==> config.mk <==
export PLATFORM = sky130hd
export DESIGN_NAME = alu_sequencer
export DESIGN_NICKNAME = d
export VERILOG_FILES = /design/src/rtl/alu_sequencer.sv
export SDC_FILE = /design/constraint.sdc
export NUM_CORES = 1
export LEC_CHECK = 0
export CAP_MARGIN = 15
export CORE_MARGIN = 3
export CORE_UTILIZATION = 45
export DETAILED_ROUTE_END_ITERATION = 16
export PLACE_DENSITY = 0.69
export SLEW_MARGIN = 20
export SYNTH_ARGS = -nofsm -noshare
export SYNTH_HDL_FRONTEND = slang
export SYNTH_SLANG_ARGS = --single-unit
==> constraint.sdc <==
create_clock -name clk -period 1.75 [get_ports clk]
set_input_delay 0.35 -clock clk [delete_from_list [all_inputs] [get_ports clk]]
set_output_delay 0.35 -clock clk [all_outputs]
set_load 0.01 [all_outputs]
==> src/rtl/alu_sequencer.sv <==
// Sweeps one latched operand set through every ALU opcode and stores each 9-bit result.
// Latency: NUM_OPS*(2+SETTLE) cycles from the accepted start edge to the done pulse.
// Backpressure: none; start is only sampled in IDLE and is ignored while a sweep runs.
module alu_sequencer #(
    parameter int NUM_OPS = 8,
    parameter int SETTLE  = 1
) (
    input  logic       clk,
    input  logic       rst_n,
    input  logic       start,
    input  logic [7:0] a_in,
    input  logic [7:0] b_in,
    input  logic       ci_in,
    output logic       busy,
    output logic       done,
    output logic [7:0] alu_a,
    output logic [7:0] alu_b,
    output logic       alu_ci,
    output logic [2:0] alu_s,
    input  logic [8:0] alu_o,
    input  logic [2:0] rd_addr,
    output logic [8:0] rd_data,
    output logic [8:0] xor_sig
);

    typedef enum logic [2:0] {
        S_IDLE    = 3'd0,
        S_DRIVE   = 3'd1,
        S_WAIT    = 3'd2,
        S_CAPTURE = 3'd3,
        S_FINISH  = 3'd4
    } state_t;

    localparam logic [2:0] LAST_OP   = 3'(NUM_OPS - 1);
    // The wait counter is loaded with SETTLE-1 and leaves WAIT when it reaches zero.
    localparam logic [3:0] WAIT_INIT = (SETTLE > 0) ? 4'(SETTLE - 1) : 4'd0;

    state_t     state_q, state_d;
    logic       busy_q, busy_d;
    logic       done_q, done_d;
    // The ALU operand registers double as the latched copy of the start operands.
    logic [7:0] alu_a_q, alu_a_d;
    logic [7:0] alu_b_q, alu_b_d;
    logic       alu_ci_q, alu_ci_d;
    logic [2:0] op_q, op_d;
    logic [3:0] cnt_q, cnt_d;
    logic [8:0] xor_sig_q, xor_sig_d;
    logic [8:0] bank_q [NUM_OPS];
    logic [8:0] bank_d [NUM_OPS];

    // Next-state and next-output computation for the sweep controller.
    always_comb begin
        state_d   = state_q;
        busy_d    = busy_q;
        done_d    = 1'b0;
        alu_a_d   = alu_a_q;
        alu_b_d   = alu_b_q;
        alu_ci_d  = alu_ci_q;
        op_d      = op_q;
        cnt_d     = cnt_q;
        xor_sig_d = xor_sig_q;
        for (int i = 0; i < NUM_OPS; i++) begin
            bank_d[i] = bank_q[i];
        end

        case (state_q)
            S_IDLE: begin
                if (start) begin
                    alu_a_d   = a_in;
                    alu_b_d   = b_in;
                    alu_ci_d  = ci_in;
                    op_d      = 3'd0;
                    xor_sig_d = 9'd0;
                    busy_d    = 1'b1;
                    state_d   = S_DRIVE;
                end
            end
            S_DRIVE: begin
                if (SETTLE > 0) begin
                    cnt_d   = WAIT_INIT;
                    state_d = S_WAIT;
                end else begin
                    state_d = S_CAPTURE;
                end
            end
            S_WAIT: begin
                if (cnt_q == 4'd0) begin
                    state_d = S_CAPTURE;
                end else begin
                    cnt_d = cnt_q - 4'd1;
                end
            end
            S_CAPTURE: begin
                for (int i = 0; i < NUM_OPS; i++) begin
                    if (op_q == 3'(i)) begin
                        bank_d[i] = alu_o;
                    end
                end
                xor_sig_d = xor_sig_q ^ alu_o;
                if (op_q == LAST_OP) begin
                    busy_d  = 1'b0;
                    done_d  = 1'b1;
                    state_d = S_FINISH;
                end else begin
                    op_d    = op_q + 3'd1;
                    state_d = S_DRIVE;
                end
            end
            S_FINISH: begin
                state_d = S_IDLE;
            end
            default: begin
                busy_d  = 1'b0;
                state_d = S_IDLE;
            end
        endcase
    end

    // State, registered outputs and result bank; reset clears everything immediately.
    always_ff @(posedge clk or negedge rst_n) begin
        if (!rst_n) begin
            state_q   <= S_IDLE;
            busy_q    <= 1'b0;
            done_q    <= 1'b0;
            alu_a_q   <= 8'd0;
            alu_b_q   <= 8'd0;
            alu_ci_q  <= 1'b0;
            op_q      <= 3'd0;
            cnt_q     <= 4'd0;
            xor_sig_q <= 9'd0;
            for (int i = 0; i < NUM_OPS; i++) begin
                bank_q[i] <= 9'd0;
            end
        end else begin
            state_q   <= state_d;
            busy_q    <= busy_d;
            done_q    <= done_d;
            alu_a_q   <= alu_a_d;
            alu_b_q   <= alu_b_d;
            alu_ci_q  <= alu_ci_d;
            op_q      <= op_d;
            cnt_q     <= cnt_d;
            xor_sig_q <= xor_sig_d;
            for (int i = 0; i < NUM_OPS; i++) begin
                bank_q[i] <= bank_d[i];
            end
        end
    end

    // Combinational bank read; indices beyond the swept opcodes read as zero.
    always_comb begin
        rd_data = 9'd0;
        for (int i = 0; i < NUM_OPS; i++) begin
            if (rd_addr == 3'(i)) begin
                rd_data = bank_q[i];
            end
        end
    end

    assign busy    = busy_q;
    assign done    = done_q;
    assign alu_a   = alu_a_q;
    assign alu_b   = alu_b_q;
    assign alu_ci  = alu_ci_q;
    assign alu_s   = op_q;
    assign xor_sig = xor_sig_q;

endmodule
Run 1, cell density map:
(2 px per um) 11 x 11 tiles, from dark purple (low) to yellow (high), 0 to 100% covered.
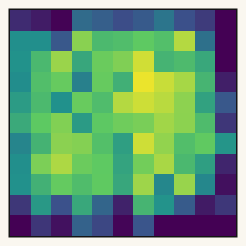
The emptiest ninth of the die: bottom right. 8.3% of the tiles are nearly empty. The densest ninth of the die: middle.

Run 1, where the registers sit:
(3 px per um) Other sequential cells in the stronger gray, the rest of the logic in the fainter gray.
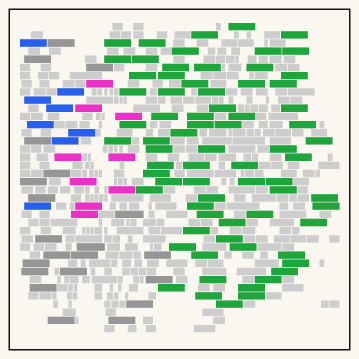
Green marks bank_q, placed flops 72. Magenta marks xor_sig, placed flops 9, where left middle. Blue marks alu_b, placed flops 8.
Another 21 sequential cells are not colored.
Layout Utilization: 62.84%
Seq group: 4.39 mW

==> impl_metrics.yaml, run 1 <==
# physical design summary
run_status:
  outcome: "finished with violations"
  violations: "negative setup slack"
worst_setup_path:
  reg2reg_slack_ns: 0.04
  worstSetupEndpointType: "output pin"
  cp-start-kind: "flop"
  crit_buf_inv: 1
  criticalPathCategory: "flop to output pin"
power:
  seqPwrFrac_pct: 38.4
  p_total_mw: 11.43
  comb_power_share_pct: 39.8
  comb_cell_power_mw: 4.55
layout:
  regArea_um2: 2755
  largest_reg_flops: 72
  antenna_cells: 0
  seq_share_pct: 39.75
  dominant_cells: "flip-flops and latches"
  area_delta_synth_final_pct: 34.56
  mi_logic_area_um2: 2352
  nets: 531
  bufAreaShareNonClock_pct: 18.10
  drive_gt1_share_pct: 43.26
sta:
  post-route-worst-setup-slack_ns: -0.2106
  fmax_ghz: 0.5100
  maxSlewViolCount: 0
  report.final.setup_viol: 7
  tightestPinTransition_ns: 0.5247
  min_period_over_period_pct: 112.0
detailed_routing:
  via_per_inst: 5.479
  routedWlPerCell_um: 19.27
  ant_nets: 0
  vias: 3490
  dr.max_layer_used: "met4"
  routed-wl-met2_um: 6039
  drc: 0
clocking:
  post_cts_buffers: 3
  cts_tree: "done"
  h-tree-depth: 3
  hold_buffers: 1
die:
  std_cell_rows: 38
  die_area_um2: 12770
synthesis:
  aoi_share_pct: 5.174
  ys_ff: 110
  muxShareOfSynthArea_pct: 27.37
  yosysCellCount: 392
  yosysWarnings: 0
  synth-simple-area-share_pct: 8.453
  top_cell_area_share_pct: 53.44
  synthTopCellsByArea: "dfrtp_1 (53%), mux2_2 (21%), o21ai_0 (2.9%)"
  top_logic_kind: "multiplexers"
  yosysUniqueCellTypes: 39
placed_design:
  io_buffer_count: 71
  place_congestion: 0.8651
  placed_cells_incl_taps: 611
  dpl.hpwl_um: 7959
global_route:
  grt_pass1_vias: 3723
  grt.overflow.total: 0
  met3_usage_pct: 5.294
  grtUsageMet2_pct: 31.91
  grt_usage_pct: 19.51
  grt_max_degree: 41
  antenna_found_initial: 0
  top_usage_layer: "met2"
job:
  maxCapViolCount: 0
Run 1, the clock network:
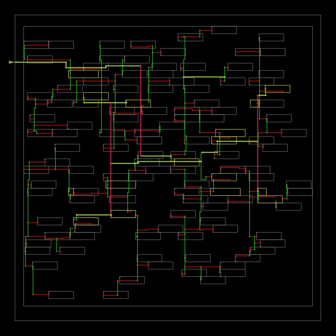
CTS sink cnt: 110
registers: 110
Num CTS Buffers: 9
Clk Latency, worst-skew pair: 0.34 ns
clk_skew: 0.005751 ns

-- run 1: metrics by stage --
stage / utilization (%) / setup TNS (ns) / area, um2 / setup slack (ns)
floorplan: - / 0 / 5159 / 0.03198
global placement: 56.81 / -9.218 / 6266 / -0.9333
detailed placement: 56.81 / -9.565 / 6266 / -0.9613
CTS: 62.14 / -0.8224 / 6854 / -0.2291
global route: 62.84 / -1.144 / 6932 / -0.2539
finish: 62.84 / -0.7597 / 6932 / -0.2106
-- run 1: path summary, 6_finish.rpt --
path,from,to,cells after the start
worst max-delay path,bank_q[43]$_DFFE_PN0P_,rd_data[7],3
worst min-delay path,xor_sig[8]$_DFFE_PN0P_,xor_sig[8]$_DFFE_PN0P_,1
worst max register to register,state_q[2]$_DFFE_PN0P_,xor_sig[1]$_DFFE_PN0P_,7
worst min register to register,xor_sig[8]$_DFFE_PN0P_,xor_sig[8]$_DFFE_PN0P_,1
max in group asynchronous,rst_n,bank_q[36]$_DFFE_PN0P_,3
min in group asynchronous,rst_n,bank_q[7]$_DFFE_PN0P_,2
-- run 1: Yosys cell counts --
cell type / count
mux4_2: 6
nor3b_1: 8
buf_1: 1
mux2i_1: 7
nor2b_1: 8
nor2_1: 13
nor4_4: 1
xnor2_1: 2
or4_4: 1
and3b_1: 1
o31ai_1: 2
and3_1: 1
and2_1: 5
dfrtp_1: 110
a32oi_1: 6
nand3b_1: 2
nand2_4: 1
nor2_2: 1
o21a_1: 1
and2_4: 1
o22ai_1: 1
mux2_4: 9
nand2_1: 22
inv_2: 1
clkbuf_1: 4
or3b_2: 1
inv_1: 6
ha_1: 7
mux2_2: 95
o21ai_0: 30
nand3_1: 4
nand4_1: 1
nor3_1: 1
nor4b_4: 1
a21oi_1: 7
buf_4: 6
buf_2: 16
nand3_2: 1
buf_6: 1
Run 1, wires at chosen ports, followed through buffers:
(3 px per um)
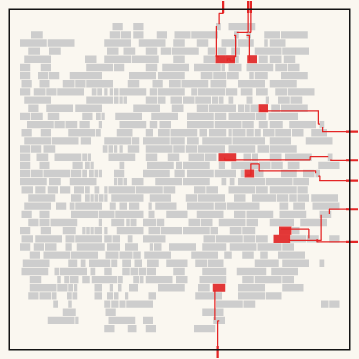

--- run 2 (diff from run 1) ---
--- a/config.mk
+++ b/config.mk
@@ -9,7 +9,7 @@
 export CORE_MARGIN = 3
 export CORE_UTILIZATION = 45
 export DETAILED_ROUTE_END_ITERATION = 16
-export PLACE_DENSITY = 0.69
+export PLACE_DENSITY = 0.67
 export SLEW_MARGIN = 20
 export SYNTH_ARGS = -nofsm -noshare
 export SYNTH_HDL_FRONTEND = slang
==> constraint.sdc (replaced) <==
create_clock -name clk -period 2 [get_ports clk]
set_input_delay 0.4 -clock clk [delete_from_list [all_inputs] [get_ports clk]]
set_output_delay 0.4 -clock clk [all_outputs]
set_load 0.01 [all_outputs]
Run 2, wires at chosen ports, followed through buffers:
(3 px per um)
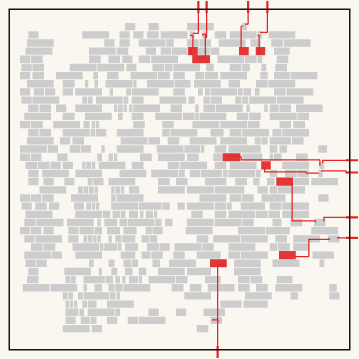
Red marks rd_data, direction output, edge 4 right, 4 top, 1 bottom, end cells 9, buffers 9, wire 223 um.
IO buf count: 71
IO Pins: 72

Run 2, the clock network:
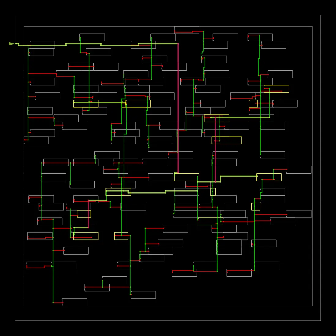
# clk buffers: 12
clk_skew: 0.008849 ns
Clk Latency, worst-skew pair: 0.35 ns
Clk. pwr: 1.85 mW

==> run 2 against run 1 <==
The run still ends with negative setup slack left; global-route usage is 0.55 points lower; core utilization down 3.0 points; synthesized area unchanged; final cell count decreased by 2.2%; wire length is 6.2% lower; critical path depth unchanged; non-clock buffer count decreased by 13.
==> impl_metrics.yaml, run 2 <==
# physical design summary
clocking:
  hold_buffers: 1
  cts_sinks: 110
  cts_buffers: 9
run_status:
  violations: "negative setup slack"
  outcome: "finished with violations"
layout:
  largest_reg_flops: 72
  antenna_cells: 0
  area_delta_synth_final_pct: 28.08
  final_core_util_pct: 59.81
  final_area_um2: 6598
  drive_gt1_share_pct: 38.92
sta:
  finalSetupTns_ns: -0.005446
  report.final.setup_viol: 2
  maxSlewViolCount: 0
  post-route-worst-setup-slack_ns: -0.002800
  min_period_over_period_pct: 100.1
placed_design:
  place_congestion: 0.7944
  dpl.hpwl_um: 7967
  place_ws_ns: -0.8323
  placed_cells_incl_taps: 601
global_route:
  grt_max_degree: 52
  grt.overflow.total: 0
  grt_usage_pct: 18.96
  grt_pass1_vias: 3538
  antenna_found_initial: 0
die:
  std_cell_rows: 38
  die_area_um2: 12770
detailed_routing:
  routedWlPerCell_um: 18.48
  drc: 0
  vias: 3339
  ant_nets: 0
  via_per_inst: 5.360
synthesis:
  synth_seq_share_pct: 53.44
  top_cell: "dfrtp_1"
  yosysCellCount: 392
  top_cell_area_share_pct: 53.44
  synth-edff-count: 0
  synth-async-reset-ratio_pct: 100.0
  ys_ff: 110
  top_cells_by_count: "dfrtp_1 (110), mux2_2 (95), o21ai_0 (30), nand2_1 (22), buf_2 (16)"
power:
  comb_power_share_pct: 39.1
  comb_cell_power_mw: 3.64
  seqPwrFrac_pct: 41.1
  seq_cell_power_mw: 3.83
worst_setup_path:
  worstSetupEndpointType: "output pin"
  crit_buf_inv: 1
  criticalPathCategory: "flop to output pin"
job:
  maxCapViolCount: 0
Run 2, where the registers sit:
(3 px per um) Other sequential cells in the stronger gray, the rest of the logic in the fainter gray.
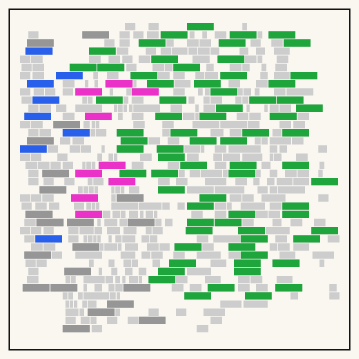
Magenta marks xor_sig, placed flops 9, where left middle. Green marks bank_q, placed flops 72. Blue marks alu_b, placed flops 8.
Another 21 sequential cells are not colored.

==> run 2: cell counts after synthesis <==
Identical to the previous run, type by type.
==> run 2: area by class of cell <==
type                            count  area [um2]  share of cell area [%]
Tap cell                          140       175.2                   2.655
Timing Repair Buffer              103        1045                   15.84
Clock inverter                      4       52.55                  0.7965
Multi-Input combinational cell    247        2290                   34.71
Inverter                            7       26.28                  0.3983
Clock buffer                       12       256.5                   3.888
Sequential cell                   110        2753                   41.72
==> run 2: cells by family (layout without fill, tap and decap cells) <==
| group | after synthesis | count (layout) | synth area share [%] |
|---|---|---|---|
| AND/OR/NAND/NOR | 74 | 74 | 8.453 |
| buffers and inverters | 35 | 126 | 3.522 |
| multiplexers | 117 | 117 | 27.37 |
| XOR/XNOR | 2 | 2 | 0.3401 |
| adder cells (fa/ha/maj) | 7 | 7 | 1.700 |
| flip-flops | 110 | 110 | 53.44 |
| AND-OR/OR-AND | 47 | 47 | 5.174 |
==> run 2: path summary, 6_finish.rpt <==
check	from	endpoint	slack, ns	cells after the start
min	xor_sig[7]$_DFFE_PN0P_	xor_sig[7]$_DFFE_PN0P_	0.48	1
max	bank_q[37]$_DFFE_PN0P_	rd_data[1]	-0.003	3
max reg2reg	alu_s[1]$_DFFE_PN0P_	bank_q[32]$_DFFE_PN0P_	0.12	5
min reg2reg	xor_sig[7]$_DFFE_PN0P_	xor_sig[7]$_DFFE_PN0P_	0.48	1
min in group asynchronous	rst_n	bank_q[34]$_DFFE_PN0P_	0.51	2
max in group asynchronous	rst_n	bank_q[5]$_DFFE_PN0P_	0.91	3
==> run 2: routing by layer <==
layer  vias to the layer above  global-route usage (%)  part of all wire (%)
met1                      1697                   24.84                    45
met5                         -                       0                     0
li1                       1552                       -                     -
met3                         8                   6.952                   6.1
met4                         0                   4.247                  0.89
met2                        82                   30.41                    48
Power is estimated from default activity; no workload was simulated.
